==> config.mk <==
export PLATFORM = sky130hd
export DESIGN_NAME = select_sequencer
export DESIGN_NICKNAME = d
export VERILOG_FILES = /design/src/rtl/select_sequencer.sv
export SDC_FILE = /design/constraint.sdc
export NUM_CORES = 1
export LEC_CHECK = 0
export ABC_CLOCK_PERIOD_IN_PS = 3950
export CAP_MARGIN = 20
export CORE_AREA = 3 3 56 84
export DETAILED_ROUTE_END_ITERATION = 12
export DIE_AREA = 0 0 59 87
export GPL_TIMING_DRIVEN = 0
export PLACE_DENSITY = 0.67
export SLEW_MARGIN = 10
export SYNTH_ARGS = -nofsm -noshare
export SYNTH_HDL_FRONTEND = slang
export SYNTH_SLANG_ARGS = --single-unit
==> constraint.sdc <==
create_clock -name clk -period 3.95 [get_ports clk]
set_input_delay 0.79 -clock clk [delete_from_list [all_inputs] [get_ports clk]]
set_output_delay 0.79 -clock clk [all_outputs]
set_load 0.02 [all_outputs]
### Sequential cells coloured by netlist name, run 1

(3 px per um)
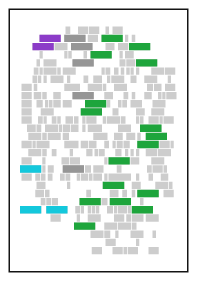
- cyan: s (sequential cells 3)
- purple: m_q (sequential cells 2)
- green: pc_q (sequential cells 16)
- not coloured: 5
sequential cell area share: 24.2%
Reg area: 520 sq um
final core occ: 53.9%
Seq group: 0.000272 W

### Placed standard cells, run 1

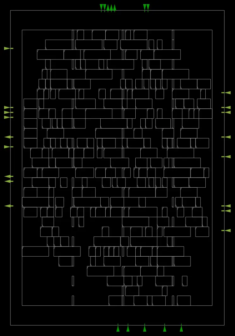
Rows: 28
Cell Count, Final, Fillers Out: 291
core area: 3990 sq um
Tapcell Cnt: 45

### Wires at chosen ports, followed through buffers, run 1

(6 px per um)
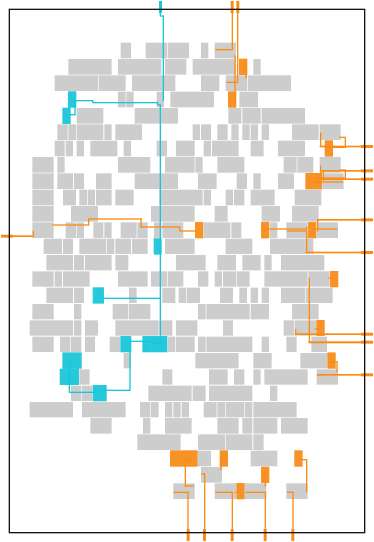
- orange: div (bits 16; direction input; edge 8 right, 5 bottom, 2 top, 1 left; end cells 16; buffers 16; wire 251 um)
- cyan: reset (bits 1; direction input; edge top; end cells 10; buffers 1; wire 113 um)
I/O Buffers: 26
IO Pins: 29

==> Changelog: implementation, run 1 <==
### Physical design

* Pins Over Slew Limit at 0
* Final hold viol count at 0
* Final clock skew at between 0.003 and 0.004 ns
* Largest net degree at the start of global routing at 14
* Post-route ant nets at 0
* Yosys cell types at 42
* H-tree levels at 1
* Avg Cell Area, Syn at around 8.3 sq um
* Hpwl dp at around 3100 um
* Syn Inst Count at ~220
* Root Buffer: clkbuf_8
* Critical path peak fanout at 10
* Req. time, crit path at roughly 4 ns
* Die width at a little under 60 um
* Startpoint types: input port
* Hold Path Depth at 2
* CTS tree: done
* RSZ-0062 raised after global routing: no
* Slew @ Worst Pin at 0.638 ns
* Ys cells at between 200 and 250
* Via Count at between 1,500 and 2,000
* DR iter-0 viols at 28
* Pleak at between 0.9 and 1 nW
* Placed cell count at 288
* Top post-synthesis cells by area: dfxtp_1 (29%), ha_1 (20%), nor2_1 (5.2%)
* Reg clk slew, reported paths at around 0.090 ns
* Sink Count at 26
* Final Cycle Share at between 80% and 90%
* Pwr dens at about 230 nW/um^2
* Seq share, synth at between 20% and 30%
* Clk_lat worst skew at approximately 0.26 ns
* GR met3 Demand/Resource at just over 2%
* Filler instances at between 400 and 500
* Post-CTS Setup Repair Bufs at 0
* Max-cap violations at 0
* Critical path class: in -> reg
* Hold buffer count at cts at 0
* Routability Congestion at 0.904
* Vias/cell at 5.38
* Flip-flops with a built-in enable at 0
* Die height at 87 um
* Fin crit period at about 3.2 ns
* Min-Delay Path Class: reg -> reg
* Worst r2r path cells at 8
* Slew headroom at 57.3%
* Area grow syn2layout at 19.9%
* Primary FF master, synth: dfxtp_1
* Global-route wire length before repair at 6480 um
* Sum Neg Setup Slack at 0 ns
* Total CTS buffers at 3
* Top post-synthesis cells by count: ha_1 (28), dfxtp_1 (26), nor2_1 (25)
* GRT Residual Overflow at 0
* Count leader, synth: ha_1
* ANT cells at 0
* Final setup viols at 0
* Tool warnings at 34
* Chip Area at between 5000 and 6000 sq um
* GR Util met1 at 18.1%
* Layout cell share with drive strength beyond 1 at approximately 4.5%
* Mapped Area at between 1500 and 2000 sq um
* Total GRT Usage at between 10% and 20%
* Antenna violations before repair at 0
* CP arrival at roughly 3.3 ns
* Yosys top cell by area: dfxtp_1
* Max-area cell share at approximately 29%
* Logic area at roughly 1200 sq um
* Drt wl/cell at 13.1 um
* First-pass detailed-route iteration total at 4
* Vias in the first global route at between 1,500 and 2,000
* Synth warnings at 0
* Area reported by Yosys stat at 1790 sq um
* VDD IR max at between 150 and 200 uV
* Busiest grt layer: met2
* Status: completed
* Nets at around 300
* Clock buffer depth at 2
* Drc violations at 0
* Max FFs per register at 16
* Critical Path Sink Type: register
* Syn Nets at between 200 and 300
* Fp_density at approximately 45%
* Post-synth regs at 26
* Post-CTS Resized at 0
* Achievable Freq at around 0.32 GHz
* Post-synth ARST share at 0%
* Reg2Reg Setup Slack at between 1 and 1.5 ns
* Met2 Track Usage GR at between 20% and 30%
* Routed wire length at 3810 um
## run 1: layer usage
layer / wire length [um] / share of wire [%]
met1: 1580 / 41
met2: 2070 / 54
met3: 132 / 3.5
met4: 29 / 0.76
met5: 0 / 0
## run 1: worst max-delay path, cell delays in order
cell and delay, ns:
clkdlybuf4s50_1 0.45, inv_1 0.04, ha_1 0.30, nand3_1 0.09
or3_4 0.40, nor4_4 0.18, nor4_1 0.08, o21bai_1 0.44
clkbuf_1 0.44, nor2_1 0.10
## run 1: cell type report
cell class	instances	share of cell area (%)
multi-input cells	163	54.2
flip-flops and latches	26	24.2
inverters	24	4.19
clock buffers	3	1.92
repair buffers	26	12.1
plain buffers	4	0.756
well taps	45	2.62
## run 1: cells by family (layout without fill, tap and decap cells)
kind of cell,count (synthesis),in the layout,synth area share [%]
compound gates,38,38,14.6
simple gates,82,82,23.6
flops,26,26,29.0
buf+inv,28,57,5.93
fa+ha+maj,28,28,19.5
xor+xnor,14,14,6.83
mux,1,1,0.558
## run 1: placed cells by master, fill, tap and decap left out, types with 2 or more instances in the layout
master | netlist | layout
xor2_1 | 9 | 9
a21oi_1 | 12 | 12
nand4_1 | 8 | 8
ha_1 | 28 | 28
nand2_1 | 19 | 19
nand2b_1 | 2 | 2
nor3_1 | 7 | 7
o221ai_1 | 2 | 2
nand3_1 | 7 | 7
dfxtp_1 | 26 | 26
o21bai_1 | 2 | 2
nor2_1 | 25 | 25
clkbuf_1 | 3 | 3
o211ai_1 | 2 | 2
clkbuf_8 | 0 | 3
inv_1 | 24 | 24
clkdlybuf4s50_1 | 0 | 26
nor4_1 | 3 | 3
o21ai_0 | 6 | 6
a21o_1 | 4 | 4
xnor2_1 | 5 | 5
## run 1: power by group
part	internal [W]	switching (W)	leakage, nW
registers	0.000266	0.00000592	0.210
clock network	0.0000682	0.0000793	0.0216
logic	0.0000411	0.0000404	0.707
## run 1: per-stage QoR
stage               hold WS, ns  worst slack, ns  utilization, %  cell area (sq um)  power, W
floorplan                 0.462             1.25               -               1790  0.000324
global placement          0.476            0.492            52.9               2110  0.000359
detailed placement        0.485            0.456            52.9               2110  0.000360
CTS                       0.499            0.737            53.9               2150  0.000506
global route              0.538            0.496            53.9               2150  0.000530
finish                    0.498            0.785            53.9               2150  0.000501
--- run 2 (diff from run 1) ---
ABC_CLOCK_PERIOD_IN_PS = 3000   (was 3950)
clock period = 3 ns   (was 3.95 ns; I/O delays follow)
### Wires at chosen ports, followed through buffers, run 2

(6 px per um)
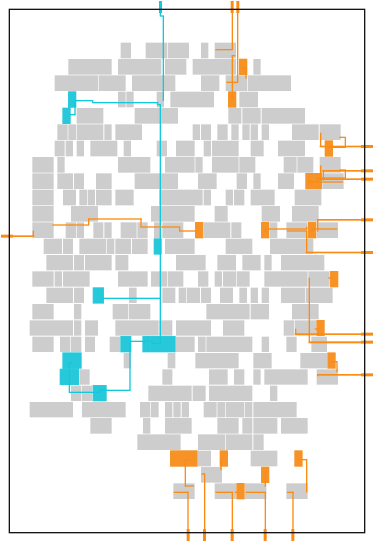
- orange: div (bits 16; direction input; edge 8 right, 5 bottom, 2 top, 1 left; end cells 16; buffers 16; wire 251 um)
- cyan: reset (bits 1; direction input; edge top; end cells 10; buffers 1; wire 113 um)

==> run 2 against run 1 <==
Net effect:
- utilization increased by 0.60 points
- critical path depth stayed put
- worst setup slack worse by 0.64 ns
- critical endpoint unchanged
- clock skew up 0.0025 ns
- critical path type unchanged
- first-iteration DRC count grew 11%
- area after synthesis did not move
- die size stayed put
==> Changelog: implementation, run 2 <==
### Physical design

* Layout cell share with drive strength beyond 1 at between 6 and 7%
* Final clock skew at ~0.0065 ns
* Status: completed
* RSZ-0062 raised after global routing: no
* Slew @ Worst Pin at about 0.64 ns
* Via Count at ~1,600
* Max-area cell share at between 20% and 30%
* Hold buffer count at cts at 0
* Clock buffer depth at 2
* Drc violations at 0
* Fin crit period at approximately 2.9 ns
* Slowest cell delay on critical path at approximately 0.47 ns
* Critical path peak fanout at 10
* Reg clk slew, reported paths at about 0.09 ns
* Top post-synthesis cells by count: ha_1 (28), dfxtp_1 (26), nor2_1 (25)
* Tool warnings at 34
* Yosys top cell by area: dfxtp_1
* Yosys cell types at 42
* GRT Residual Overflow at 0
* Drt wl/cell at between 10 and 15 um
* Pwr dens at between 300 and 400 nW/um^2
* Avg Cell Area, Syn at just over 8 sq um
* Min-Delay Path Class: reg -> reg
* Mux share at less than 1%
* Largest logic family: simple AND/OR/NAND/NOR gates
* Top cells excl fill/tap: ha_1 (28), dfxtp_1 (26), clkdlybuf4s50_1 (26), nor2_1 (25), inv_1 (24)
* CTS tree: done
* Critical path depth at 10
* Pins Over Slew Limit at 0
* Crit-path cells: clkdlybuf4s50_1 > inv_1 > ha_1 > a21o_1 > a21o_1 > a2111o_1 > nor4_1 > o21bai_2 > buf_2 > nor2_1
* IO Pins at 29
* Post-synth ARST share at 0%
* Global-route wire length before repair at roughly 6500 um
* And+or+nand+nor area frac at a little under a quarter
* Total GRT Usage at 16.0%
* Ys cells at about 220
* Syn Nets at 267
* Final hold viol count at 0
* Hold WS at between 0.4 and 0.5 ns
* Mapped Area at between 1500 and 2000 sq um
* VDD IR max at about 250 uV
* Routability Congestion at ~0.9
* I/O Buffers at 26
* Pleak at about 0.95 nW
* Vias/cell at between 5 and 6
* Post-synth regs at 26
* Routed wire length at 3820 um
* Die width at ~59 um
* Worst r2r path cells at 9
* Slowest-stage cell, CP: a2111o_1
* Largest net degree at the start of global routing at 14
* Max FFs per register at 16
* CP dominant cell by count: a21o_1
* CP arrival at 3.06 ns
* Chip Area at a little over 5000 sq um
* Critical path class: in -> reg
* Max-cap violations at 0
* Critical Path Sink Type: register
* Core area at ~4000 sq um
* Startpoint types: input port
* Clk_lat worst skew at 0.27 ns
* Yosys xor share at roughly 6.8%
* Post-route ant nets at 0
* Yosys aoi share at between 10% and 20%
* Reg2Reg Setup Slack at approximately 0.55 ns
* Adder Share, Synth at roughly a fifth
* Antenna violations before repair at 0
* Final Cycle Share at 95.3%
* H-tree levels at 1
* Fp_density at between 40% and 50%
* Synth warnings at 0
* Vias in the first global route at ~1,500
* Req. time, crit path at 3.20 ns
* Power, Total at between 0.0006 and 0.0007 W
* WP buf/inv at 3
* Total CTS buffers at 3
* Area reported by Yosys stat at about 1800 sq um
* Achievable Freq at about 0.35 GHz
* Seq share, synth at roughly 29%
* First-pass detailed-route iteration total at 4
* Count leader, synth: ha_1
* Nets at around 300
* Sink Count at 26
* Final setup viols at 0
* Flip-flops with a built-in enable at 0
* Syn Inst Count at 217
* DR iter-0 viols at 31
* Hpwl dp at about 3100 um
* Hold Path Depth at 2
* Cell family with most CP delay: AND-OR/OR-AND gates
* Slew headroom at between 50% and 60%
* Top post-synthesis cells by area: dfxtp_1 (29%), ha_1 (20%), nor2_1 (5.2%)
* Top cell excl fill/tap: ha_1
* Area grow syn2layout at 21.3%
* Root Buffer: clkbuf_8
* Rows at 28
* Primary FF master, synth: dfxtp_1
* Die height at between 80 and 90 um
* ANT cells at 0
### Placed standard cells, run 2

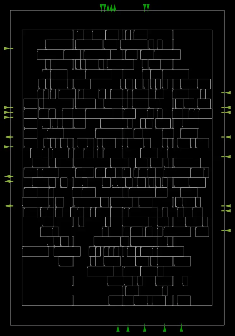
final core occ: 54.5%
sequential cell area share: 23.9%
Cell Count, Final, Fillers Out: 292

==> run 2: logic make-up (layout without fill, tap and decap cells) <==
| family | count (synthesis) | after routing |
|---|---|---|
| buffers and inverters | 28 | 58 |
| xor gates and xnor gates | 14 | 14 |
| DFF | 26 | 26 |
| muxes | 1 | 1 |
| AOI/OAI and AO/OA | 38 | 38 |
| and+or+nand+nor | 82 | 82 |
| adders and majority gates | 28 | 28 |
==> run 2: final cells by class <==
| class | count | area [sq um] |
|---|---|---|
| Fill cell | 408 | 1820 |
| Multi-Input combinational cell | 163 | 1180 |
| Sequential cell | 26 | 520 |
| Timing Repair Buffer | 27 | 268 |
| Inverter | 24 | 90.1 |
| Tap cell | 45 | 56.3 |
| Clock buffer | 3 | 41.3 |
| Buffer | 4 | 17.5 |
==> run 2: report_power, final <==
| part | switching, W | total, W | internal (W) | leakage (nW) |
|---|---|---|---|---|
| clock | 0.000107 | 0.000197 | 0.0000899 | 0.0216 |
| combinational | 0.0000537 | 0.000109 | 0.0000552 | 0.720 |
| sequential | 0.00000774 | 0.000358 | 0.000350 | 0.210 |
| total | 0.000168 | 0.000664 | 0.000495 | 0.952 |
==> run 2: worst register-to-register path, cell delays in order, from the launching register on <==
cell       delay [ns]
dfxtp_1          0.38
inv_1            0.07
ha_1             0.26
nand2b_1         0.14
a2111oi_1        0.64
nor4_4           0.11
nor4_1           0.26
o21bai_2         0.18
buf_2            0.24
nor2_1           0.12
==> run 2: metrics by stage <==
step                      instances  worst slack (ns)  TNS [ns]  cell area [sq um]
final                           292             0.141         0               2180
after global placement          288            -0.268     -3.99               2110
after CTS                       291            0.0530         0               2150
after detailed placement        288            -0.304     -4.33               2110
after floorplan                 217             0.486         0               1790
after global routing            292            0.0120         0               2180
==> run 2: what timing repair did <==
item	CTS	global route
buffers inserted	0	1
setup endpoints to repair	9	16
pin swaps	0	1
cloned	0	0
gates resized	1	4
==> run 2: routing by layer <==
| layer | vias to the layer above | part of all wire, % | routed length (um) | global-route usage (%) |
|---|---|---|---|---|
| met5 | - | 0 | 0 | 0 |
| met4 | 0 | 1.4 | 53 | 5.57 |
| met3 | 4 | 3.0 | 115 | 2.08 |
| met2 | 21 | 53 | 2040 | 30.1 |
| met1 | 728 | 42 | 1610 | 17.8 |
| li1 | 821 | - | - | - |
Power and IR drop assume default switching activity.
